==> config.mk <==
export PLATFORM = sky130hd
export DESIGN_NAME = scan_chain_ctrl
export DESIGN_NICKNAME = d
export VERILOG_FILES = /design/src/rtl/scan_chain_ctrl.sv
export SDC_FILE = /design/constraint.sdc
export NUM_CORES = 1
export LEC_CHECK = 0
export CORE_MARGIN = 2
export CORE_UTILIZATION = 47
export CTS_CLUSTER_DIAMETER = 200
export CTS_CLUSTER_SIZE = 25
export DETAILED_ROUTE_END_ITERATION = 10
export GPL_TIMING_DRIVEN = 0
export HOLD_SLACK_MARGIN = 0.06
export PLACE_DENSITY = 0.88
export REMOVE_ABC_BUFFERS = 1
export SYNTH_ARGS = -nofsm -noshare
export SYNTH_HDL_FRONTEND = slang
export SYNTH_SLANG_ARGS = --single-unit
==> constraint.sdc <==
create_clock -name CK -period 4.2 [get_ports CK]
set_input_delay 0.84 -clock CK [delete_from_list [all_inputs] [get_ports CK]]
set_output_delay 0.84 -clock CK [all_outputs]
set_load 0.02 [all_outputs]
==> src/rtl/scan_chain_ctrl.sv <==
// scan_chain_ctrl: CHAIN_LEN-bit scan register bank with a shift/capture pass controller.
// Optional MISR over unloaded scan data, enabled by defining MISR_EN.
`default_nettype none

module scan_chain_ctrl #(
  parameter int                CHAIN_LEN = 16,
  parameter int                CNT_W     = 5,
  parameter int                MISR_W    = 16,
  parameter logic [MISR_W-1:0] MISR_POLY = 16'h1021
) (
  input  logic                 CK,
  input  logic                 RST,
  input  logic [CHAIN_LEN-1:0] func_d,
  input  logic                 func_en,
  output logic [CHAIN_LEN-1:0] func_q,
  input  logic                 start,
  input  logic                 start_cap,
  input  logic                 scan_input,
  output logic                 scan_output,
  output logic                 scan_valid,
  output logic                 busy,
  output logic                 done,
  input  logic                 misr_clr,
  output logic [MISR_W-1:0]    misr_sig
);

  typedef enum logic [1:0] {
    IDLE    = 2'd0,
    SHIFT   = 2'd1,
    CAPTURE = 2'd2
  } state_e;

  localparam logic [CNT_W-1:0] CNT_LAST = CNT_W'(CHAIN_LEN - 1);

  state_e                 state_q;
  logic [CNT_W-1:0]       cnt_q;
  logic                   cap_q;
  logic [CHAIN_LEN-1:0]   chain_q;
  logic                   done_q;

  always_ff @(posedge CK) begin
    if (RST) begin
      state_q <= IDLE;
      cnt_q   <= '0;
      cap_q   <= 1'b0;
      chain_q <= '0;
      done_q  <= 1'b0;
    end else begin
      done_q <= 1'b0;
      case (state_q)
        IDLE: begin
          // A scan request wins over a functional load in the same cycle.
          if (start) begin
            cap_q   <= start_cap;
            cnt_q   <= '0;
            state_q <= SHIFT;
          end else if (func_en) begin
            chain_q <= func_d;
          end
        end
        SHIFT: begin
          chain_q <= {chain_q[CHAIN_LEN-2:0], scan_input};
          cnt_q   <= cnt_q + CNT_W'(1);
          if (cnt_q == CNT_LAST) begin
            if (cap_q) begin
              state_q <= CAPTURE;
            end else begin
              state_q <= IDLE;
              done_q  <= 1'b1;
            end
          end
        end
        CAPTURE: begin
          chain_q <= func_d;
          state_q <= IDLE;
          done_q  <= 1'b1;
        end
        default: state_q <= IDLE;
      endcase
    end
  end

  assign func_q      = chain_q;
  assign scan_output = chain_q[CHAIN_LEN-1];
  assign scan_valid  = (state_q == SHIFT);
  assign busy        = (state_q != IDLE);
  assign done        = done_q;

`ifdef MISR_EN
  logic [MISR_W-1:0] misr_q;
  logic [MISR_W-1:0] misr_d;

  always_comb begin
    misr_d    = {misr_q[MISR_W-2:0], 1'b0} ^ (misr_q[MISR_W-1] ? MISR_POLY : '0);
    misr_d[0] = misr_d[0] ^ scan_output;
  end

  always_ff @(posedge CK) begin
    if (RST || misr_clr) begin
      misr_q <= '0;
    end else if (state_q == SHIFT) begin
      misr_q <= misr_d;
    end
  end

  assign misr_sig = misr_q;
`else
  logic unused_misr_clr;
  assign unused_misr_clr = misr_clr;
  assign misr_sig        = '0;
`endif

endmodule

`default_nettype wire

==> impl_results.html <==
<h3>Flow metrics</h3>
<table>
<tr><th>Metric</th><th>Value</th></tr>
<tr><th colspan="2">Placed design</th></tr>
<tr><td>DP Wirelength</td><td>1.92 mm</td></tr>
<tr><td>Final estimated routing congestion in global placement</td><td>0.733</td></tr>
<tr><th colspan="2">Hold path</th></tr>
<tr><td>Min-delay src</td><td>cap_q$_SDFFE_PP0P_</td></tr>
<tr><td>Destination of the worst hold path</td><td>cap_q$_SDFFE_PP0P_</td></tr>
<tr><td>Number of cells on the worst hold path</td><td>2</td></tr>
<tr><th colspan="2">Final timing</th></tr>
<tr><td>RSZ-0062 raised after global routing</td><td>no</td></tr>
<tr><td>Final Setup Violations</td><td>0</td></tr>
<tr><td>Number of hold-slack violations in the final timing report</td><td>0</td></tr>
<tr><td>Max-Slew Margin vs Limit</td><td>21.8%</td></tr>
<tr><th colspan="2">Setup path</th></tr>
<tr><td>Launch point of the critical path</td><td>state_q[1]$_SDFFE_PP0P_</td></tr>
<tr><td>Data required, critical path</td><td>3.36 ns</td></tr>
<tr><td>CP max-delay cell</td><td>clkdlybuf4s50_1</td></tr>
<tr><td>Crit path launch type</td><td>flip-flop</td></tr>
<tr><td>Worst R2R Setup Slack</td><td>1.49 ns</td></tr>
<tr><td>Worst setup path category</td><td>flip-flop to output pin</td></tr>
<tr><td>Data arrival time at the worst-slack endpoint</td><td>2.21 ns</td></tr>
<tr><th colspan="2">GRT</th></tr>
<tr><td>Largest net degree at the start of global routing</td><td>33</td></tr>
<tr><td>Via count of the first global-routing pass</td><td>1046</td></tr>
<tr><td>Global-route wire length before repair</td><td>4.44 mm</td></tr>
<tr><td>Number of antenna violations at the first check in global routing</td><td>0</td></tr>
<tr><th colspan="2">Clocking</th></tr>
<tr><td>H-tree lvl count</td><td>1</td></tr>
<tr><td>CTS Hold Buffers Added</td><td>0</td></tr>
<tr><td>Number of buffers created by CTS</td><td>3</td></tr>
<tr><td>Clock tree from TritonCTS</td><td>done</td></tr>
<tr><td>Post-CTS clock slew at the launch and capture registers of the worst setup and hold paths</td><td>0.14 ns</td></tr>
<tr><td>CTS root buf</td><td>clkbuf_4</td></tr>
<tr><td>Insertion delay of the later-clocked pin in the worst-skew pair</td><td>0.32 ns</td></tr>
<tr><th colspan="2">Pwr</th></tr>
<tr><td>Power density of the placed cells</td><td>316 nW/µm²</td></tr>
<tr><td>LEAKAGE</td><td>0.675 nW</td></tr>
<tr><td>Overall power consumption</td><td>0.576 mW</td></tr>
<tr><th colspan="2">Cells and area</th></tr>
<tr><td>Syn-to-layout area delta</td><td>22.2%</td></tr>
<tr><td>Share of final-layout standard cells stronger than drive strength 1</td><td>8.60%</td></tr>
<tr><td>Final layout net count</td><td>215</td></tr>
<tr><th colspan="2">Routing</th></tr>
<tr><td>Met1 Routed Length</td><td>1.40 mm</td></tr>
<tr><td>Number of DRC violations after detailed-routing iteration 0</td><td>29</td></tr>
<tr><td>Met3 wirelength from detailed routing</td><td>179 µm</td></tr>
<tr><td>Drt drc</td><td>0</td></tr>
<tr><td>Max Used Layer</td><td>met4</td></tr>
<tr><td>Met2 WL</td><td>1.30 mm</td></tr>
<tr><td>1st-pass router iterations</td><td>4</td></tr>
<tr><td>Antenna-violating nets left</td><td>0</td></tr>
<tr><th colspan="2">Synthesis</th></tr>
<tr><td>Dominant cell area share</td><td>33.6%</td></tr>
<tr><td>Cell area after synthesis</td><td>1490 µm²</td></tr>
<tr><td>Largest cells by area</td><td>dfxtp_1 (34%), mux2i_1 (11%), buf_4 (9.1%), a211oi_2 (8.4%), nor3_1 (5.4%)</td></tr>
<tr><td>Most common cell in the netlist</td><td>dfxtp_1</td></tr>
<tr><td>Part of the Yosys area used for sequential elements</td><td>33.6%</td></tr>
<tr><td>Top FF cell, synth</td><td>dfxtp_1</td></tr>
<tr><td>Ranking of synthesized cells by instance count</td><td>dfxtp_1 (25), buf_4 (18), mux2i_1 (17)</td></tr>
<tr><td>Synthesized area per cell</td><td>9.49 µm²</td></tr>
<tr><td>Synth warn</td><td>0</td></tr>
<tr><td>Count of library flops with an enable pin</td><td>0</td></tr>
<tr><td>Count of cell types in the netlist</td><td>34</td></tr>
<tr><td>Post-synthesis instance total</td><td>157</td></tr>
<tr><th colspan="2">Job</th></tr>
<tr><td>Number of warning messages in the logs</td><td>28</td></tr>
<tr><th colspan="2">Status</th></tr>
<tr><td>Run status</td><td>finished, final reports clean</td></tr>
<tr><th colspan="2">Die</th></tr>
<tr><td>Die footprint</td><td>3640 µm²</td></tr>
</table>
[worst reg2reg max path: cells and delay by family (launching register included)]
family,cells,cell delay (ns)
flip-flops,1,0.39
buffers and inverters,1,0.07
adder cells (fa/ha/maj),1,0.31
AND-OR/OR-AND,1,0.15
AND/OR/NAND/NOR,2,1.64
[final cells by class]
| cell class | instances | area [µm²] | area share [%] |
|---|---|---|---|
| clock buffers | 3 | 22.5 | 1.24 |
| clock inverters | 1 | 7.51 | 0.412 |
| inverters | 6 | 22.5 | 1.24 |
| multi-input cells | 110 | 802 | 44.1 |
| flip-flops and latches | 25 | 500 | 27.5 |
| well taps | 44 | 55.1 | 3.02 |
| repair buffers | 41 | 410 | 22.5 |
[routing by layer]
metal,up-vias,GRT usage [%]
met2,43,25.3
met3,2,3.03
met5,-,0
met1,552,20.9
met4,0,6.35
li1,586,-
[cell usage in the layout (no fill, tap or decap), types with 4 or more instances in the layout]
cell,netlist,layout
nor3_1,16,16
a211oi_1,7,7
conb_1,1,16
a211oi_2,10,10
mux2i_1,17,17
dfxtp_1,25,25
nand2_1,4,4
clkdlybuf4s50_1,0,41
nor2b_1,4,4
inv_1,6,6
ha_1,5,4
a21oi_1,4,4
[per-stage QoR]
stage	setup slack (ns)	cell area [µm²]	utilization [%]	std cells	hold slack, ns
after floorplan	2.00	1320	-	141	0.444
after global placement	1.03	1790	59.0	226	0.467
after detailed placement	1.02	1790	59.0	226	0.476
after CTS	0.634	1820	60.0	230	0.498
after global routing	1.02	1820	60.1	230	0.524
final	1.15	1820	60.1	230	0.493
[power by group]
group | total [mW] | internal, mW | switching [mW]
Combinational | 0.191 | 0.0885 | 0.103
Clock | 0.113 | 0.0364 | 0.0768
Sequential | 0.271 | 0.256 | 0.0149
[state kept, by name, indices dropped and copies added, names as in the netlist]
signal / count
func_q: 16
cap_q: 1
done: 1
cnt_q: 5
state_q: 2
[logic make-up after synthesis]
group           synth area share, %
mux                            12.2
other cells                   0.252
flops                          33.6
compound gates                 17.5
xor+xnor                      0.588
fa+ha+maj                      4.20
simple gates                   15.2
buf+inv                        16.5
[worst max-delay path by stage]
stage / end / slack [ns] / depth (start not counted)
after global placement: scan_valid / 1.03 / 3
after floorplan: scan_valid / 2.00 / 2
after global routing: scan_valid / 1.02 / 3
after CTS: scan_valid / 0.63 / 3
after detailed placement: scan_valid / 1.02 / 3
final: scan_valid / 1.15 / 3
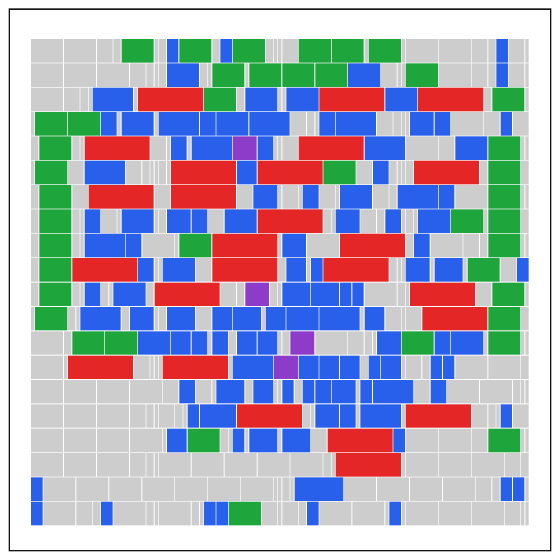
Figure 1: placement by cell class.
Fill, decap, tap and diode cells in gray.
color	class	cells
purple	clock drivers and dummy loads	4
green	other buffers and delay cells	41
blue	combinational and other logic	116
red	flops	25
Layout Cell Area excl Fill: 1820 µm²
number of placement rows: 20
standard cell core area: 3030 µm²
Seq area share: 27.5%

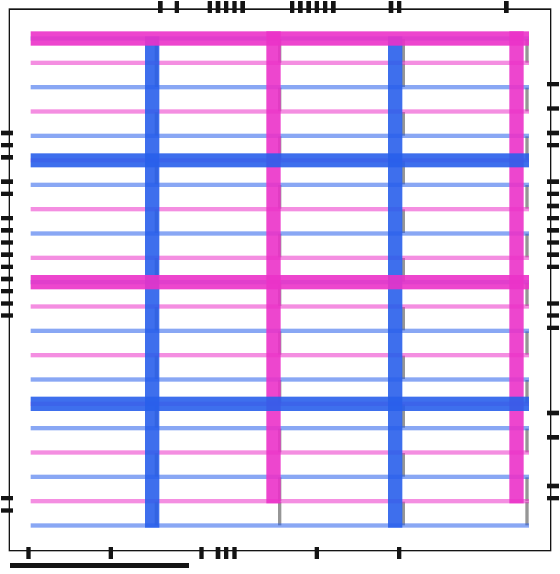
Figure 2: supply network.
Scale bar: 20 µm. Pins as bars on the die edge. Tap cells in gray.
color	net
magenta	VDD
blue	VSS
met4 straps	4
tap cells	44
peak ir drop on the vdd network: 191 µV
y dimension of the die: 60.3 µm
Horiz. Die Dim: 60.3 µm

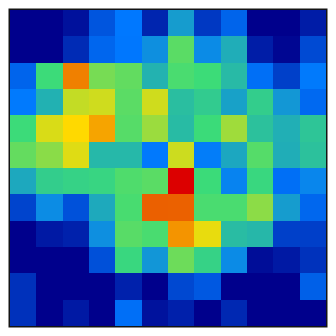
Figure 3: signal metal coverage by tile.
The die is cut into 12 by 12 equal tiles; dark blue is low, red is high, scaled to the fullest tile. Values are wire area over tile area, all layers added.
fullest tile	0.40
emptiest ninth of the die	bottom left
tiles over half the peak	24%
GR Util All Layers: 15.8%
routed length per placed instance: 12.6 µm
routed via count: 1183
wire length after detailed routing: 2.89 mm

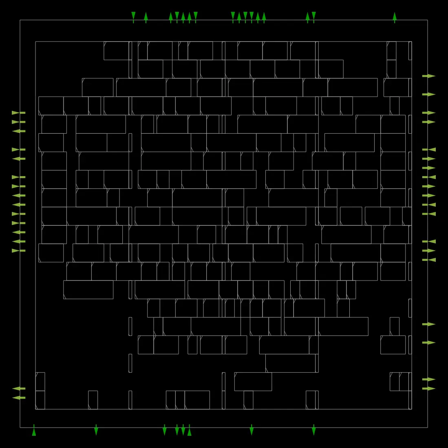
Figure 4: cell placement.
Flop Count: 25
number of non-filler instances in the completed layout: 230
core utilization of the finished layout: 60.1%
count of inserted tapcells: 44

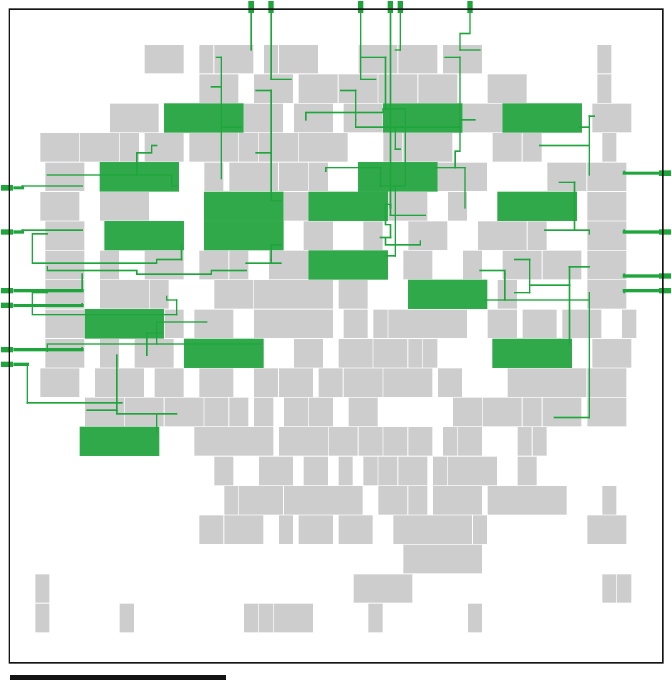
Figure 5: wires at chosen ports, followed through buffers.
Scale bar: 20 µm.
color	port	bits	direction	edge	end cells	wire
green	func_q	16	output	6 top, 6 left, 4 right	16	424 µm
Boundary Pins: 59
number of input and output port buffers inserted: 41

No activity file was given, so power comes from the tool's default toggle rates.
